$ cat src/rtl/mips_multicycle_ctrl.sv
// Multicycle MIPS control unit: a Moore FSM that steps through fetch, decode,
// execute, memory and writeback. It drives the datapath mux selects and write
// enables, waits on the memory-ready handshake, and halts on a memory timeout.
module mips_multicycle_ctrl #(
    parameter int TIMEOUT_CYCLES = 16,
    parameter int CNT_W          = 32
) (
    input  logic             clk,
    input  logic             reset,
    input  logic [5:0]       opcode,
    input  logic             mem_ready,
    output logic             pc_write,
    output logic             pc_write_cond,
    output logic             i_or_d,
    output logic             mem_read,
    output logic             mem_write,
    output logic             ir_write,
    output logic             mem_to_reg,
    output logic             reg_dst,
    output logic             reg_write,
    output logic             alu_src_a,
    output logic [1:0]       alu_src_b,
    output logic [1:0]       alu_op,
    output logic [1:0]       pc_source,
    output logic             illegal_op,
    output logic             bus_error,
    output logic [CNT_W-1:0] retired,
    output logic [3:0]       state_o
);

    localparam logic [3:0] S_IDLE      = 4'd0;
    localparam logic [3:0] S_FETCH     = 4'd1;
    localparam logic [3:0] S_DECODE    = 4'd2;
    localparam logic [3:0] S_MEM_ADDR  = 4'd3;
    localparam logic [3:0] S_MEM_READ  = 4'd4;
    localparam logic [3:0] S_MEM_WB    = 4'd5;
    localparam logic [3:0] S_MEM_WRITE = 4'd6;
    localparam logic [3:0] S_EXECUTE   = 4'd7;
    localparam logic [3:0] S_ALU_WB    = 4'd8;
    localparam logic [3:0] S_BRANCH    = 4'd9;
    localparam logic [3:0] S_JUMP      = 4'd10;
    localparam logic [3:0] S_ADDI_EXEC = 4'd11;
    localparam logic [3:0] S_ADDI_WB   = 4'd12;
    localparam logic [3:0] S_HALT      = 4'd15;

    localparam logic [5:0] OP_RTYPE = 6'b000000;
    localparam logic [5:0] OP_LW    = 6'b100011;
    localparam logic [5:0] OP_SW    = 6'b101011;
    localparam logic [5:0] OP_BEQ   = 6'b000100;
    localparam logic [5:0] OP_J     = 6'b000010;
    localparam logic [5:0] OP_ADDI  = 6'b001000;

    // Timeout counter holds up to TIMEOUT_CYCLES-1; the next stalled cycle halts.
    localparam int            TW    = $clog2(TIMEOUT_CYCLES + 1);
    localparam logic [TW-1:0] TLAST = TW'(TIMEOUT_CYCLES - 1);

    logic [3:0]    state;
    logic [3:0]    next_state;
    logic [TW-1:0] tcnt;
    logic          wait_state;
    logic          timeout;
    logic          retire;
    logic          op_legal;

    assign wait_state = (state == S_FETCH) || (state == S_MEM_READ) || (state == S_MEM_WRITE);
    assign timeout    = wait_state && !mem_ready && (tcnt == TLAST);
    assign state_o    = state;

    // Next-state selection; a memory timeout overrides any normal transition.
    always_comb begin
        next_state = state;
        case (state)
            S_IDLE:      next_state = S_FETCH;
            S_FETCH:     if (mem_ready) next_state = S_DECODE;
            S_DECODE: begin
                case (opcode)
                    OP_RTYPE:      next_state = S_EXECUTE;
                    OP_LW, OP_SW:  next_state = S_MEM_ADDR;
                    OP_BEQ:        next_state = S_BRANCH;
                    OP_J:          next_state = S_JUMP;
                    OP_ADDI:       next_state = S_ADDI_EXEC;
                    default:       next_state = S_FETCH;
                endcase
            end
            S_MEM_ADDR:  next_state = (opcode == OP_SW) ? S_MEM_WRITE : S_MEM_READ;
            S_MEM_READ:  if (mem_ready) next_state = S_MEM_WB;
            S_MEM_WB:    next_state = S_FETCH;
            S_MEM_WRITE: if (mem_ready) next_state = S_FETCH;
            S_EXECUTE:   next_state = S_ALU_WB;
            S_ALU_WB:    next_state = S_FETCH;
            S_BRANCH:    next_state = S_FETCH;
            S_JUMP:      next_state = S_FETCH;
            S_ADDI_EXEC: next_state = S_ADDI_WB;
            S_ADDI_WB:   next_state = S_FETCH;
            S_HALT:      next_state = S_HALT;
            default:     next_state = S_IDLE;
        endcase
        if (timeout) next_state = S_HALT;
    end

    // An instruction retires when its final state hands control back to FETCH.
    always_comb begin
        retire = 1'b0;
        if (next_state == S_FETCH) begin
            case (state)
                S_MEM_WB, S_MEM_WRITE, S_ALU_WB,
                S_BRANCH, S_JUMP, S_ADDI_WB: retire = 1'b1;
                default:                     retire = 1'b0;
            endcase
        end
    end

    // State register.
    always_ff @(posedge clk or negedge reset) begin
        if (!reset) state <= S_IDLE;
        else        state <= next_state;
    end

    // Stall counter: counts stalled cycles while the FSM stays in a wait state.
    always_ff @(posedge clk or negedge reset) begin
        if (!reset)                                           tcnt <= '0;
        else if (wait_state && !mem_ready && next_state == state) tcnt <= tcnt + TW'(1);
        else                                                  tcnt <= '0;
    end

    // Sticky bus error, cleared only by reset.
    always_ff @(posedge clk or negedge reset) begin
        if (!reset)       bus_error <= 1'b0;
        else if (timeout) bus_error <= 1'b1;
    end

    // Retired-instruction counter, wrapping naturally at 2^CNT_W.
    always_ff @(posedge clk or negedge reset) begin
        if (!reset)      retired <= '0;
        else if (retire) retired <= retired + CNT_W'(1);
    end

    // Opcode legality check used to flag unsupported instructions in DECODE.
    always_comb begin
        case (opcode)
            OP_RTYPE, OP_LW, OP_SW, OP_BEQ, OP_J, OP_ADDI: op_legal = 1'b1;
            default:                                       op_legal = 1'b0;
        endcase
    end

    // Moore control outputs; only FETCH looks at mem_ready for the IR/PC load.
    always_comb begin
        pc_write      = 1'b0;
        pc_write_cond = 1'b0;
        i_or_d        = 1'b0;
        mem_read      = 1'b0;
        mem_write     = 1'b0;
        ir_write      = 1'b0;
        mem_to_reg    = 1'b0;
        reg_dst       = 1'b0;
        reg_write     = 1'b0;
        alu_src_a     = 1'b0;
        alu_src_b     = 2'b00;
        alu_op        = 2'b00;
        pc_source     = 2'b00;
        illegal_op    = 1'b0;
        case (state)
            S_FETCH: begin
                mem_read  = 1'b1;
                alu_src_b = 2'b01;
                ir_write  = mem_ready;
                pc_write  = mem_ready;
            end
            S_DECODE: begin
                alu_src_b  = 2'b11;
                illegal_op = !op_legal;
            end
            S_MEM_ADDR: begin
                alu_src_a = 1'b1;
                alu_src_b = 2'b10;
            end
            S_MEM_READ: begin
                mem_read = 1'b1;
                i_or_d   = 1'b1;
            end
            S_MEM_WB: begin
                reg_write  = 1'b1;
                mem_to_reg = 1'b1;
            end
            S_MEM_WRITE: begin
                mem_write = 1'b1;
                i_or_d    = 1'b1;
            end
            S_EXECUTE: begin
                alu_src_a = 1'b1;
                alu_op    = 2'b10;
            end
            S_ALU_WB: begin
                reg_write = 1'b1;
                reg_dst   = 1'b1;
            end
            S_BRANCH: begin
                alu_src_a     = 1'b1;
                alu_op        = 2'b01;
                pc_write_cond = 1'b1;
                pc_source     = 2'b01;
            end
            S_JUMP: begin
                pc_write  = 1'b1;
                pc_source = 2'b10;
            end
            S_ADDI_EXEC: begin
                alu_src_a = 1'b1;
                alu_src_b = 2'b10;
            end
            S_ADDI_WB: begin
                reg_write = 1'b1;
            end
            default: begin
                pc_write = 1'b0;
            end
        endcase
    end

endmodule

$ cat config.mk
export PLATFORM = sky130hd
export DESIGN_NAME = mips_multicycle_ctrl
export DESIGN_NICKNAME = d
export VERILOG_FILES = /design/src/rtl/mips_multicycle_ctrl.sv
export SDC_FILE = /design/constraint.sdc
export NUM_CORES = 1
export LEC_CHECK = 0
export ABC_AREA = 1
export CAP_MARGIN = 20
export CORE_AREA = 4 4 92 94
export DETAILED_ROUTE_END_ITERATION = 10
export DIE_AREA = 0 0 96 98
export HOLD_SLACK_MARGIN = 0.15
export PLACE_DENSITY = 0.64
export SLEW_MARGIN = 20
export SYNTH_ARGS = -nofsm -noshare
export SYNTH_HDL_FRONTEND = slang
export SYNTH_SLANG_ARGS = --single-unit
$ cat constraint.sdc
create_clock -name clk -period 1.85 [get_ports clk]
set_input_delay 0.185 -clock clk [delete_from_list [all_inputs] [get_ports clk]]
set_output_delay 0.185 -clock clk [all_outputs]
set_load 0.02 [all_outputs]
==> run_1/m3.png <==
Bar = 20 µm.
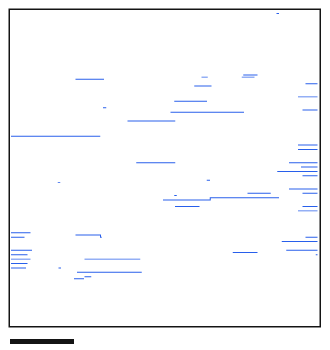
The layer holds 4.5% of the routed length. The layer carries 357 µm of wire.
via count: 3071
overall routed net length: 7910 µm
M3 GR Usage: 0.0347

==> run_1/clock_wires.png <==
Bar = 20 µm.
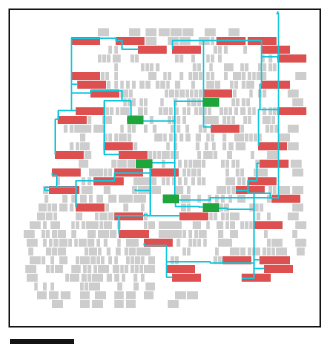
Red marks flip-flops, count 42. Cyan marks clock wires, length 628 µm. Green marks clock-net drivers, count 5.
There are 6 routed clock nets. Position of the flops: widely spread.
clk latency late pin: 0.30 ns
Clock group: 623 µW
Clock Skew: 0.00742 ns
Clk pwr share: 0.176

==> impl_metrics.csv, run 1 <==
group,metric,value,unit
outcome,outcome,"finished clean",
detailed_routing,wl_met2,3970,µm
setup_path,critPathLaunchType,"register",
finish,most-common-layout-cells,"nand2_1 (196), nor2_1 (63), clkdlybuf4s50_1 (44)",
setup_path,cpPeakStageDelay,0.60,ns
placed_design,dpl.hpwl,6320,µm
sta,min_period,1.73,ns
detailed_routing,dr_wl_met3,356,µm
die,die_h,98,µm
logic_synthesis,common_cells,"nand2_1 (196), nor2_1 (65), dfrtp_1 (42)",
finish,area_delta_synth_final,33.7,%
placed_design,post_dp_cell_area,3810,µm²
logic_synthesis,synth_cells,448,
finish,fillCellCount,793,
clocking,clock_path_buffers,2,
setup_path,rr_worst_depth,10,
detailed_routing,antenna_left,0,
die,core-area,7650,µm²
die,rows,32,
setup_path,crit_arrival,1.55,ns
setup_path,cp_slowest_cell,"clkdlybuf4s50_1",
placed_design,place_congestion,0.873,
setup_path,cp-end-kind,"output pin",
logic_synthesis,ys_warn_count,0,
power,power.density,909,nW/µm²
==> run_1/closeup.png <==
Window x 28 to 68, y 9 to 49 µm. Cells in grey, sequential cells in the stronger grey; small squares are vias.
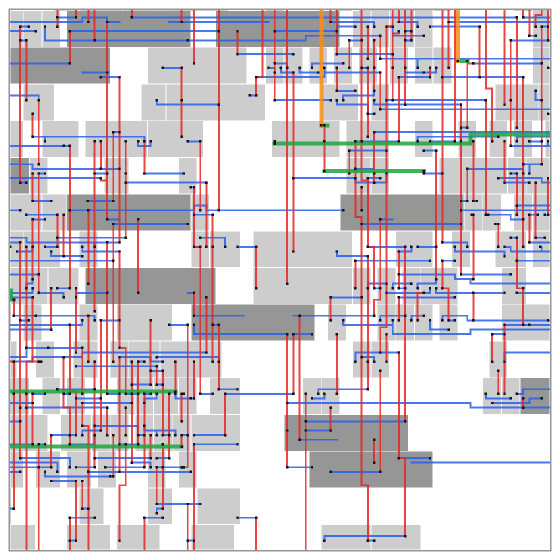
Red marks M2. Blue marks M1. Green marks M3. Orange marks M4.
Netlist names of flops here include `retired` (5), `state_o` (3). 125 logic cells have their middle in the window. Most frequent: nand2_1 (38), nor2_1 (14), inv_1 (12). Sequential cells in the window: 9.

==> run_1/layers.png <==
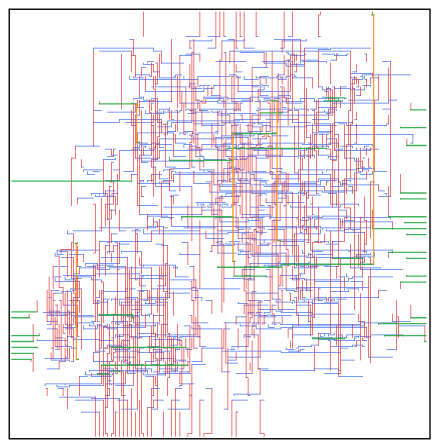
Green marks M3, wire length 357 µm. Orange marks M4, wire length 154 µm. Red marks M2, wire length 3970 µm. Blue marks M1, wire length 3420 µm.
total track usage: 0.175
Avg WL per Cell: 12.4 µm

-- run 1: area by class of cell --
class / instances / area (µm²) / share of cell area
sequential: 42 / 1060 / 0.271
multi-input combinational: 356 / 1650 / 0.423
clock inverter: 1 / 5.00 / 0.00128
tap: 102 / 128 / 0.0327
inverter: 42 / 158 / 0.0404
timing repair buffer: 86 / 817 / 0.210
clock buffer: 7 / 86.3 / 0.0221
-- run 1: cells by family after synthesis --
| family | after synthesis | synth area share |
|---|---|---|
| simple gates | 323 | 0.469 |
| buf+inv | 50 | 0.0802 |
| flops | 42 | 0.360 |
| xor+xnor | 18 | 0.0541 |
| compound gates | 12 | 0.0236 |
| fa+ha+maj | 3 | 0.0129 |
-- run 1: critical path: cells and delay by family (launching register included) --
kind,cells,cell delay (ns)
buffers and inverters,2,0.78
DFF,1,0.48
-- run 1: report_power, final --
group | internal (µW) | leakage [µW] | switching [µW] | total, µW
sequential | 1010 | 0.000573 | 141 | 1150
combinational | 722 | 0.00130 | 1040 | 1770
clock | 302 | 0.0000482 | 321 | 623
total | 2040 | 0.00193 | 1510 | 3540
-- run 1: final timing paths --
path                                            from                     end  slack (ns)
worst min register to register     tcnt[0]$_DFF_PN0_       tcnt[0]$_DFF_PN0_        0.47
worst max register to register     tcnt[0]$_DFF_PN0_  retired[5]$_DFFE_PN0P_        0.12
max in group asynchronous                      reset    state_o[1]$_DFF_PN0_        0.95
worst max-delay path            state_o[2]$_DFF_PN0_              state_o[2]        0.12
worst min-delay path               tcnt[0]$_DFF_PN0_       tcnt[0]$_DFF_PN0_        0.47
min in group asynchronous                      reset  retired[4]$_DFFE_PN0P_        0.49
-- run 1: registers in the layout, indices dropped and copies added, names as in the netlist --
signal	cells
retired	32
tcnt	5
bus_error	1
state_o	4
==> inputs of run 2 (changes only) <==
--- a/config.mk
+++ b/config.mk
@@ -6,10 +6,10 @@
 export NUM_CORES = 1
 export LEC_CHECK = 0
 export ABC_AREA = 1
-export CAP_MARGIN = 20
-export CORE_AREA = 4 4 92 94
+export CAP_MARGIN = 0
+export CORE_AREA = 5 5 93 95
 export DETAILED_ROUTE_END_ITERATION = 10
-export DIE_AREA = 0 0 96 98
+export DIE_AREA = 0 0 98 100
 export HOLD_SLACK_MARGIN = 0.15
 export PLACE_DENSITY = 0.64
 export SLEW_MARGIN = 20
==> impl_metrics.csv, run 2 <==
group,metric,value,unit
grt,grtUsageMet2,0.304,
outcome,outcome,"finished clean",
logic_synthesis,top_logic_kind,"simple AND/OR/NAND/NOR gates",
finish,fin_nets,550,
sta,final.period_utilization,0.964,
die,core-area,7650,µm²
setup_path,crit_type,"reg -> out",
logic_synthesis,mux_share,0,
setup_path,critPathTopFamily,"simple AND/OR/NAND/NOR gates",
grt,met1_usage,0.192,
setup_path,critPathLaunchType,"register",
power,power.density,960,nW/µm²
setup_path,crit_arrival,1.60,ns
sta,worst_pin_slew,0.326,ns
placed_design,place_congestion,0.872,
finish,largest_register_ffs,32,
setup_path,cp.required,1.66,ns
logic_synthesis,simple_gate_share,0.469,
die,ioPinCount,63,
die,die_h,100,µm
setup_path,crit_buf_inv,2,
placed_design,dpl.hpwl,6310,µm
clocking,clk_latency,0.30,ns
sta,min_period,1.78,ns
finish,regMostFlops,"retired",
grt,grtUsageMet3,0.0292,
finish,most-common-layout-cells,"nand2_1 (194), nor2_1 (58), clkdlybuf4s50_1 (44)",
logic_synthesis,yosys.area.top_type,"dfrtp_1",
detailed_routing,antenna_left,0,
finish,area_delta_synth_final,38.7,%
sta,fin_skew,0.0124,ns
detailed_routing,dr_wl_met3,354,µm
job,drv_cap,0,
logic_synthesis,ys_sh_adder,0.0129,
logic_synthesis,ys_sh_xor,0.0541,
logic_synthesis,common_cells,"nand2_1 (196), nor2_1 (65), dfrtp_1 (42)",
detailed_routing,wl_met2,4180,µm
logic_synthesis,ys_warn_count,0,
logic_synthesis,synth_cells,448,
setup_path,cpPeakStageDelay,0.43,ns
## run 2: cell counts after synthesis
Identical to the previous run, type by type.
## run 2: layout make-up
type                       count  area, µm²
clock buffer                   5       68.8
inverter                      42        158
fill                         762       3600
sequential                    42       1060
tap                          102        128
multi-input combinational    356       1680
timing repair buffer          91        910
clock inverter                 3       45.0
## run 2: power by group
group	switching [µW]	internal, µW	leakage, µW
Combinational	1120	870	0.00135
Sequential	142	1020	0.000571
Clock	338	402	0.0000504
## run 2: what timing repair did
item,CTS,global route
gates resized,25,25
hold endpoints to repair,42,0
cloned,0,2
buffers inserted,0,4
hold buffers,1,0
endpoints found under the setup margin,17,39
pin swaps,0,4
## run 2: per-stage QoR
step | hold slack (ns) | cell area [µm²] | cells | setup slack, ns | total power (µW)
6_report | 0.378 | 4050 | 641 | 0.0674 | 3880
3_5_place_dp | 0.180 | 3790 | 626 | -0.0826 | 2940
2_1_floorplan | -0.111 | 2920 | 448 | 0.0191 | 2210
5_1_grt | 0.436 | 4050 | 641 | -0.0432 | 4100
4_1_cts | 0.387 | 3900 | 635 | 0.0148 | 3620
3_3_place_gp | 0.177 | 3790 | 626 | -0.00990 | 2940
## run 2: path summary, 6_finish.rpt
kind,cells past startpoint,slack [ns],to,startpoint
setup / recovery,5,0.07,pc_write,state_o[1]$_DFF_PN0_
hold / removal,3,0.38,retired[0]$_DFFE_PN0P_,reset
setup reg to reg,11,0.09,retired[19]$_DFFE_PN0P_,state_o[3]$_DFF_PN0_
hold reg to reg,1,0.50,bus_error$_DFFE_PN0P_,bus_error$_DFFE_PN0P_
max in group asynchronous,3,1.24,state_o[1]$_DFF_PN0_,reset
min in group clk,1,0.50,bus_error$_DFFE_PN0P_,bus_error$_DFFE_PN0P_
==> run_2/layers.png <==
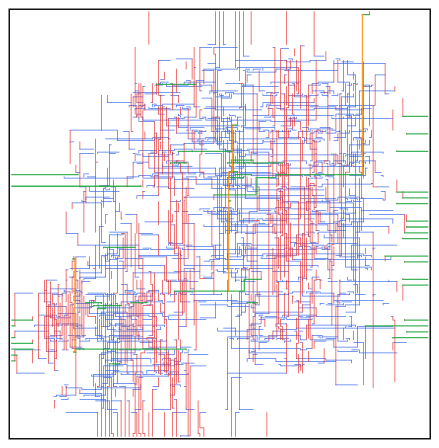
Blue marks M1, wire length 3490 µm. Red marks M2, wire length 4180 µm. Orange marks M4, wire length 98.8 µm. Green marks M3, wire length 354 µm.
overall routed net length: 8120 µm
Avg WL per Cell: 12.7 µm
total track usage: 0.162
via count: 3056

==> run_2/placed.png <==
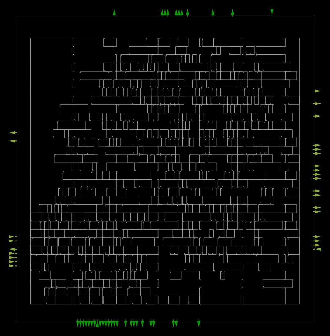
flop count: 42
Site Rows: 32
Util after Layout: 0.529
fillers: 762
Finished Layout Cells: 641

Power figures rest on the tool's default switching activity, not on a simulated workload.
